## src/rtl/pipelined_segment_adder.sv

```systemverilog
// Segmented-carry adder/subtractor. Each pipeline stage adds one SW-bit segment,
// so no carry chain is longer than SW bits; valid/ready handshake with global stall.
module pipelined_segment_adder #(
  parameter int WIDTH = 64,
  parameter int SEGS  = 4
) (
  input  logic             clk,
  input  logic             rst_n,
  input  logic             in_valid,
  output logic             in_ready,
  input  logic [WIDTH-1:0] a,
  input  logic [WIDTH-1:0] b,
  input  logic             cin,
  input  logic             sub,
  output logic             out_valid,
  input  logic             out_ready,
  output logic [WIDTH-1:0] sum,
  output logic             cout,
  output logic             ovf
);

  localparam int SW = WIDTH / SEGS;

  // One pipeline bank: operands still to be added, partial sum, and the carry
  // into the next segment. Bank 0 is the capture register, bank SEGS the output.
  typedef struct packed {
    logic             valid;
    logic [WIDTH-1:0] a;
    logic [WIDTH-1:0] b;
    logic [WIDTH-1:0] s;
    logic             c;
  } stage_t;

  stage_t           bank_q [SEGS+1];
  stage_t           bank_d [SEGS+1];
  logic [SW:0]      seg_sum [SEGS];
  logic             ovf_q, ovf_d;
  logic             msb_carry_in;
  logic             stall;

  assign stall    = bank_q[SEGS].valid & ~out_ready;
  assign in_ready = ~stall;

  always_comb begin
    for (int k = 0; k < SEGS; k++) begin
      seg_sum[k] = {1'b0, bank_q[k].a[k*SW +: SW]}
                 + {1'b0, bank_q[k].b[k*SW +: SW]}
                 + (SW+1)'(bank_q[k].c);
    end
  end

  // Carry into the MSB is recovered from the MSB's sum bit and its two operands.
  assign msb_carry_in = bank_q[SEGS-1].a[WIDTH-1] ^ bank_q[SEGS-1].b[WIDTH-1]
                      ^ seg_sum[SEGS-1][SW-1];

  always_comb begin
    // NOTE: every always_comb output gets a default first so no path leaves it
    // unassigned; here the default is "hold", which is exactly the stall behaviour.
    bank_d = bank_q;
    ovf_d  = ovf_q;
    if (!stall) begin
      bank_d[0].valid = in_valid;
      bank_d[0].a     = a;
      bank_d[0].b     = sub ? ~b : b;
      bank_d[0].s     = '0;
      bank_d[0].c     = sub | cin;
      for (int k = 0; k < SEGS; k++) begin
        bank_d[k+1]                = bank_q[k];
        bank_d[k+1].s[k*SW +: SW]  = seg_sum[k][SW-1:0];
        bank_d[k+1].c              = seg_sum[k][SW];
      end
      ovf_d = msb_carry_in ^ seg_sum[SEGS-1][SW];
    end
  end

  // NOTE: the datapath is reset along with the valid bits because sum/cout/ovf
  // must read 0 during reset; the operand banks are reset for uniformity.
  always_ff @(posedge clk or negedge rst_n) begin
    if (!rst_n) begin
      for (int k = 0; k <= SEGS; k++) bank_q[k] <= '0;
      ovf_q <= 1'b0;
    end else begin
      // NOTE: sequential state uses non-blocking assignment so every bank
      // samples the previous cycle's values, giving a true shift register.
      bank_q <= bank_d;
      ovf_q  <= ovf_d;
    end
  end

  assign out_valid = bank_q[SEGS].valid;
  assign sum       = bank_q[SEGS].s;
  assign cout      = bank_q[SEGS].c;
  assign ovf       = ovf_q;

endmodule

```

## config.mk

```make
export PLATFORM = sky130hd
export DESIGN_NAME = pipelined_segment_adder
export DESIGN_NICKNAME = d
export VERILOG_FILES = /design/src/rtl/pipelined_segment_adder.sv
export SDC_FILE = /design/constraint.sdc
export NUM_CORES = 1
export LEC_CHECK = 0
export ABC_AREA = 1
export CAP_MARGIN = 10
export CORE_MARGIN = 5
export CORE_UTILIZATION = 40
export CTS_BUF_LIST = sky130_fd_sc_hd__clkbuf_8
export DETAILED_ROUTE_END_ITERATION = 8
export HOLD_SLACK_MARGIN = 0.15
export PLACE_DENSITY = 0.63
export SYNTH_ARGS = -nofsm -noshare
export SYNTH_HDL_FRONTEND = slang
export SYNTH_SLANG_ARGS = --single-unit
export TNS_END_PERCENT = 5
```

## constraint.sdc

```tcl
create_clock -name clk -period 2.1 [get_ports clk]
set_clock_uncertainty 0.1 [all_clocks]
set_input_delay 0.63 -clock clk [delete_from_list [all_inputs] [get_ports clk]]
set_output_delay 0.63 -clock clk [all_outputs]
set_load 0.01 [all_outputs]
```

==> results.ini, run 1 <==
[timing]
setup-violations-final = 4
worst_slack_ns = -0.135
layout_worst_path_cycle_share_pct = 106
final.hold.worst_slack_ns = 0.356
tightestPinTransition_ns = 0.483

[worst_setup_path]
cp-start-kind = input port
path_max_fanout = 2
critPathRequiredTime_ns = 1.37

[grt]
wire_length_of_the_first_global_routing_pass_mm = 88.7
busiest_layer = met2

[synth]
postSynth.asyncResetShare_pct = 100
number_of_instances_in_the_synthesized_netlist = 2695
logic_family = simple AND/OR/NAND/NOR gates
postSynthAreaPerCell_um2 = 8.72

[placement]
instance_area_after_placement_um2 = 25800

[power]
report.power.total_w = 0.0433

[run_status]
failed_checks = negative setup slack
run_status = complete, but fails checks

[clock_tree]
clock_path_buffers = 3

[final_layout]
layout.non_clock_inverters = 184

## run 1: routing by layer
metal  part of all wire (%)  up-vias
li1                       -     8717
met1                     48     8107
met2                     46      305
met3                    4.1       68
met4                    2.1        0
met5                      0        -
## run 1: sequential cells by signal (all words and copies together) (netlist names)
signal	flops
sum	64
out_valid	1
bank_q	424
cout	1
ovf	1
## run 1: critical path: cells and delay by family
family                 cells  cell delay (ns)
buffers and inverters      3             0.60
and+or+nand+nor            1             0.27
## run 1: where the power goes
group          internal [W]  switching [W]
clock               0.00498        0.00399
sequential           0.0137        0.00234
combinational       0.00718         0.0111
total                0.0259         0.0174
## run 1: how the worst min path moves through the flow
stage	start	endpoint	slack, ns	cells past startpoint
6_report	bank_q[860]	bank_q[666]	0.36	2
3_3_place_gp	bank_q[565]	bank_q[371]	0.35	2
5_1_grt	sub	bank_q[891]	0.34	3
4_1_cts	sub	bank_q[889]	0.29	3
3_5_place_dp	bank_q[568]	bank_q[374]	0.35	2
2_1_floorplan	rst_n	bank_q[194]	0.23	0
## run 1: cells by family (layout without fill, tap and decap cells)
logic type / count (synthesis) / count (layout)
compound gates: 310 / 310
xor+xnor: 76 / 76
fa+ha+maj: 68 / 68
buf+inv: 363 / 611
flops: 491 / 491
other cells: 0 / 1
simple gates: 1387 / 1387
## run 1: per-stage QoR
stage	utilization (%)	TNS (ns)	setup WS, ns	cells
CTS	47.8	-0.288	-0.150	3702
floorplan	-	0	0.0286	2695
detailed placement	44.5	-166.36	-0.564	3541
global route	48.1	-1.17	-0.159	3709
finish	48.1	-0.217	-0.135	3709
global placement	44.5	-162.47	-0.517	3541
## run 1: repair_timing
item                                    CTS  global route
hold endpoints to repair                247             0
endpoints found under the setup margin   96           134
gates resized                           200            38
cloned                                    0             1
setup buffers                             3             5
pin swaps                                 8            15
hold buffers                              1             0
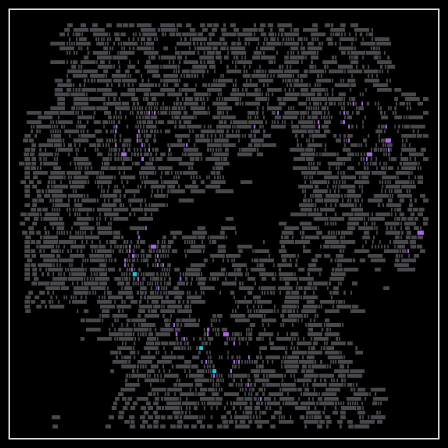
**Above:** run 1 (logic cells by family).
- purple: NOR gates (cells 61)
- cyan: AND-OR and OR-AND gates (cells 3)

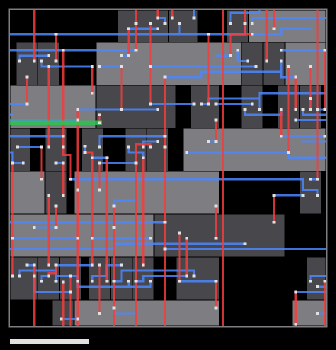
**Above:** run 1 (close-up of the layout).
Bar = 5 um. Window x 116 to 136, y 167 to 187 um. Cells in grey, sequential cells in the stronger grey; small squares are vias.
- green: met3
- red: met2
- blue: met1
- sequential cells in the window: 7
- netlist names of flops here include: `bank_q` (7)
- most frequent: nand2_1 (19), dfrtp_1 (7)
- cells with their middle in the window: 36

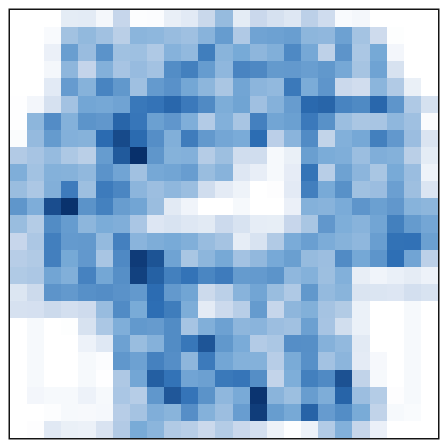
**Above:** run 1 (signal metal coverage by tile).
25 x 25 tiles, from white (low) to dark blue (high), scaled to the fullest tile. Values are wire area over tile area, all layers added.
- mean over tiles: 0.13
- nearly empty tiles: 12%
- tiles over half the peak: 33%
- fullest tile: 0.35
- emptiest ninth of the die: bottom left

==> inputs of run 2 (changes only) <==
HOLD_SLACK_MARGIN = 0.02   (was 0.15)
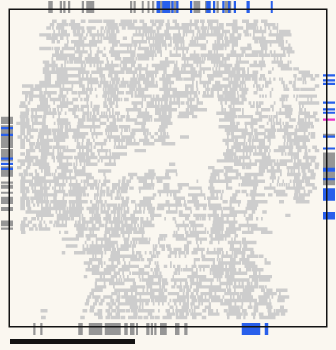
**Above:** run 2 (I/O pins on the die edge).
Bar = 100 um. Pins as bars across the die edge, other pins in grey.
- magenta: `cout` (pins 1; direction output; edge right)
- blue: `sum` (pins 64; direction output; edge 22 right, 20 top, 17 bottom, 5 left)

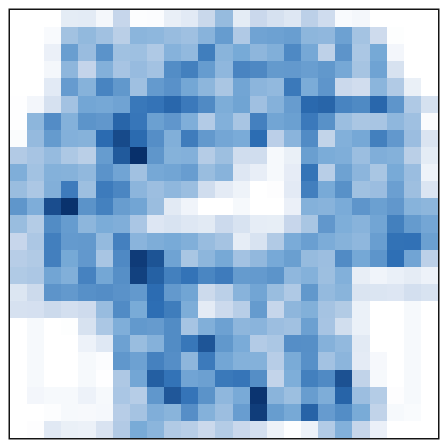
**Above:** run 2 (signal metal coverage by tile).
25 x 25 tiles, from white (low) to dark blue (high), scaled to the fullest tile. Values are wire area over tile area, all layers added.
- emptiest ninth of the die: bottom left
- nearly empty tiles: 12%
- fullest tile: 0.35
- mean over tiles: 0.13
- tiles over half the peak: 33%

==> run 2 against run 1 <==
The run still ends with negative setup slack left. Die area did not move. Non-clock buffer count is the same. Via count did not move. Hold slack did not move. Maximum frequency did not move. Critical path depth did not move. Synthesized cell count unchanged. Combinational power barely moved. Synthesized area did not move. Global-route usage stayed put. Sequential share of layout area stayed put. Critical endpoint unchanged.
==> results.ini, run 2 <==
[run_status]
run_status = complete, but fails checks  ; unchanged
failed_checks = negative setup slack  ; unchanged

[timing]
setup_tns_ns = -0.217  ; unchanged
worst_slack_ns = -0.135  ; unchanged
setup-violations-final = 4  ; unchanged
tightestPinTransition_ns = 0.483  ; unchanged
layout_worst_path_cycle_share_pct = 106  ; unchanged

[worst_hold_path]
worst_hold_path_cell_count = 2  ; unchanged
hold_start = bank_q[860]  ; unchanged
worst_hold_path.endpoint = bank_q[666]  ; unchanged

[placement]
place_worst_setup_slack_ns = -0.564  ; unchanged
instance_area_after_placement_um2 = 25800  ; unchanged
post-place-cells = 3541  ; unchanged

[clock_tree]
clock_path_buffers = 3  ; unchanged

[final_layout]
final_core_utilization_pct = 48.1  ; unchanged
largest_register_ffs = 424  ; unchanged
regMostFlops = bank_q  ; unchanged

[synth]
postSynthAreaPerCell_um2 = 8.72  ; unchanged
postSynth.asyncResetShare_pct = 100  ; unchanged
number_of_instances_in_the_synthesized_netlist = 2695  ; unchanged

[worst_setup_path]
cp_num_cells = 4  ; unchanged
critPathRequiredTime_ns = 1.37  ; about the same
timing.critical_path.max_delay_family = buffers and inverters  ; unchanged
cp-start-kind = input port  ; unchanged

[grt]
wire_length_of_the_first_global_routing_pass_mm = 88.7  ; unchanged

==> run 2: metal layers <==
metal,up-vias,wire [um],track usage [%],part of all wire (%)
met5,-,0,0,0
met4,0,1110,5.46,2.1
met3,68,2180,2.94,4.1
met2,305,24200,26.3,46
met1,8107,25300,23.6,48
li1,8717,-,-,-
==> run 2: final cells by class <==
class                      instances  area [um2]  share of cell area, %
timing repair buffer             270        2850                   10.2
clock buffer                     110        1510                   5.43
clock inverter                    47         287                   1.03
tap                              765         957                   3.43
inverter                         184         707                   2.54
multi-input combinational       1841        9280                   33.3
antenna                            1        2.50                0.00897
sequential                       491       12300                   44.1
==> run 2: power breakdown <==
part	internal, W	switching [W]	total [W]
Combinational	0.00718	0.0111	0.0183
Clock	0.00498	0.00399	0.00897
Sequential	0.0137	0.00234	0.0160
==> run 2: through the flow <==
stage | power [W] | hold WS (ns)
after floorplan | 0.0292 | 0.234
after detailed placement | 0.0341 | 0.351
after CTS | 0.0433 | 0.294
final | 0.0433 | 0.356
after global placement | 0.0336 | 0.352
after global routing | 0.0471 | 0.335
==> run 2: repair_timing <==
action                                  4_1_cts  5_1_grt
gates cloned                                  0        1
endpoints found under the hold margin        23        0
hold buffers                                  1        0
gates resized                               200       38
setup buffers                                 3        5
pin swaps                                     8       15
endpoints found under the setup margin       96      134
==> run 2: kinds of logic after synthesis <==
kind of cell	share of synthesized area [%]
AOI/OAI and AO/OA	8.01
xor gates and xnor gates	2.83
adders and majority gates	3.87
buffers and inverters	9.18
DFF	52.3
and+or+nand+nor	23.8
==> run 2: worst min-delay path, cell delays in order, from the launching register on <==
cell and delay, ns:
sky130_fd_sc_hd__dfrtp_1 0.34, sky130_fd_sc_hd__nand2_1 0.06, sky130_fd_sc_hd__nand2_1 0.05
Power is estimated from default activity; no workload was simulated.
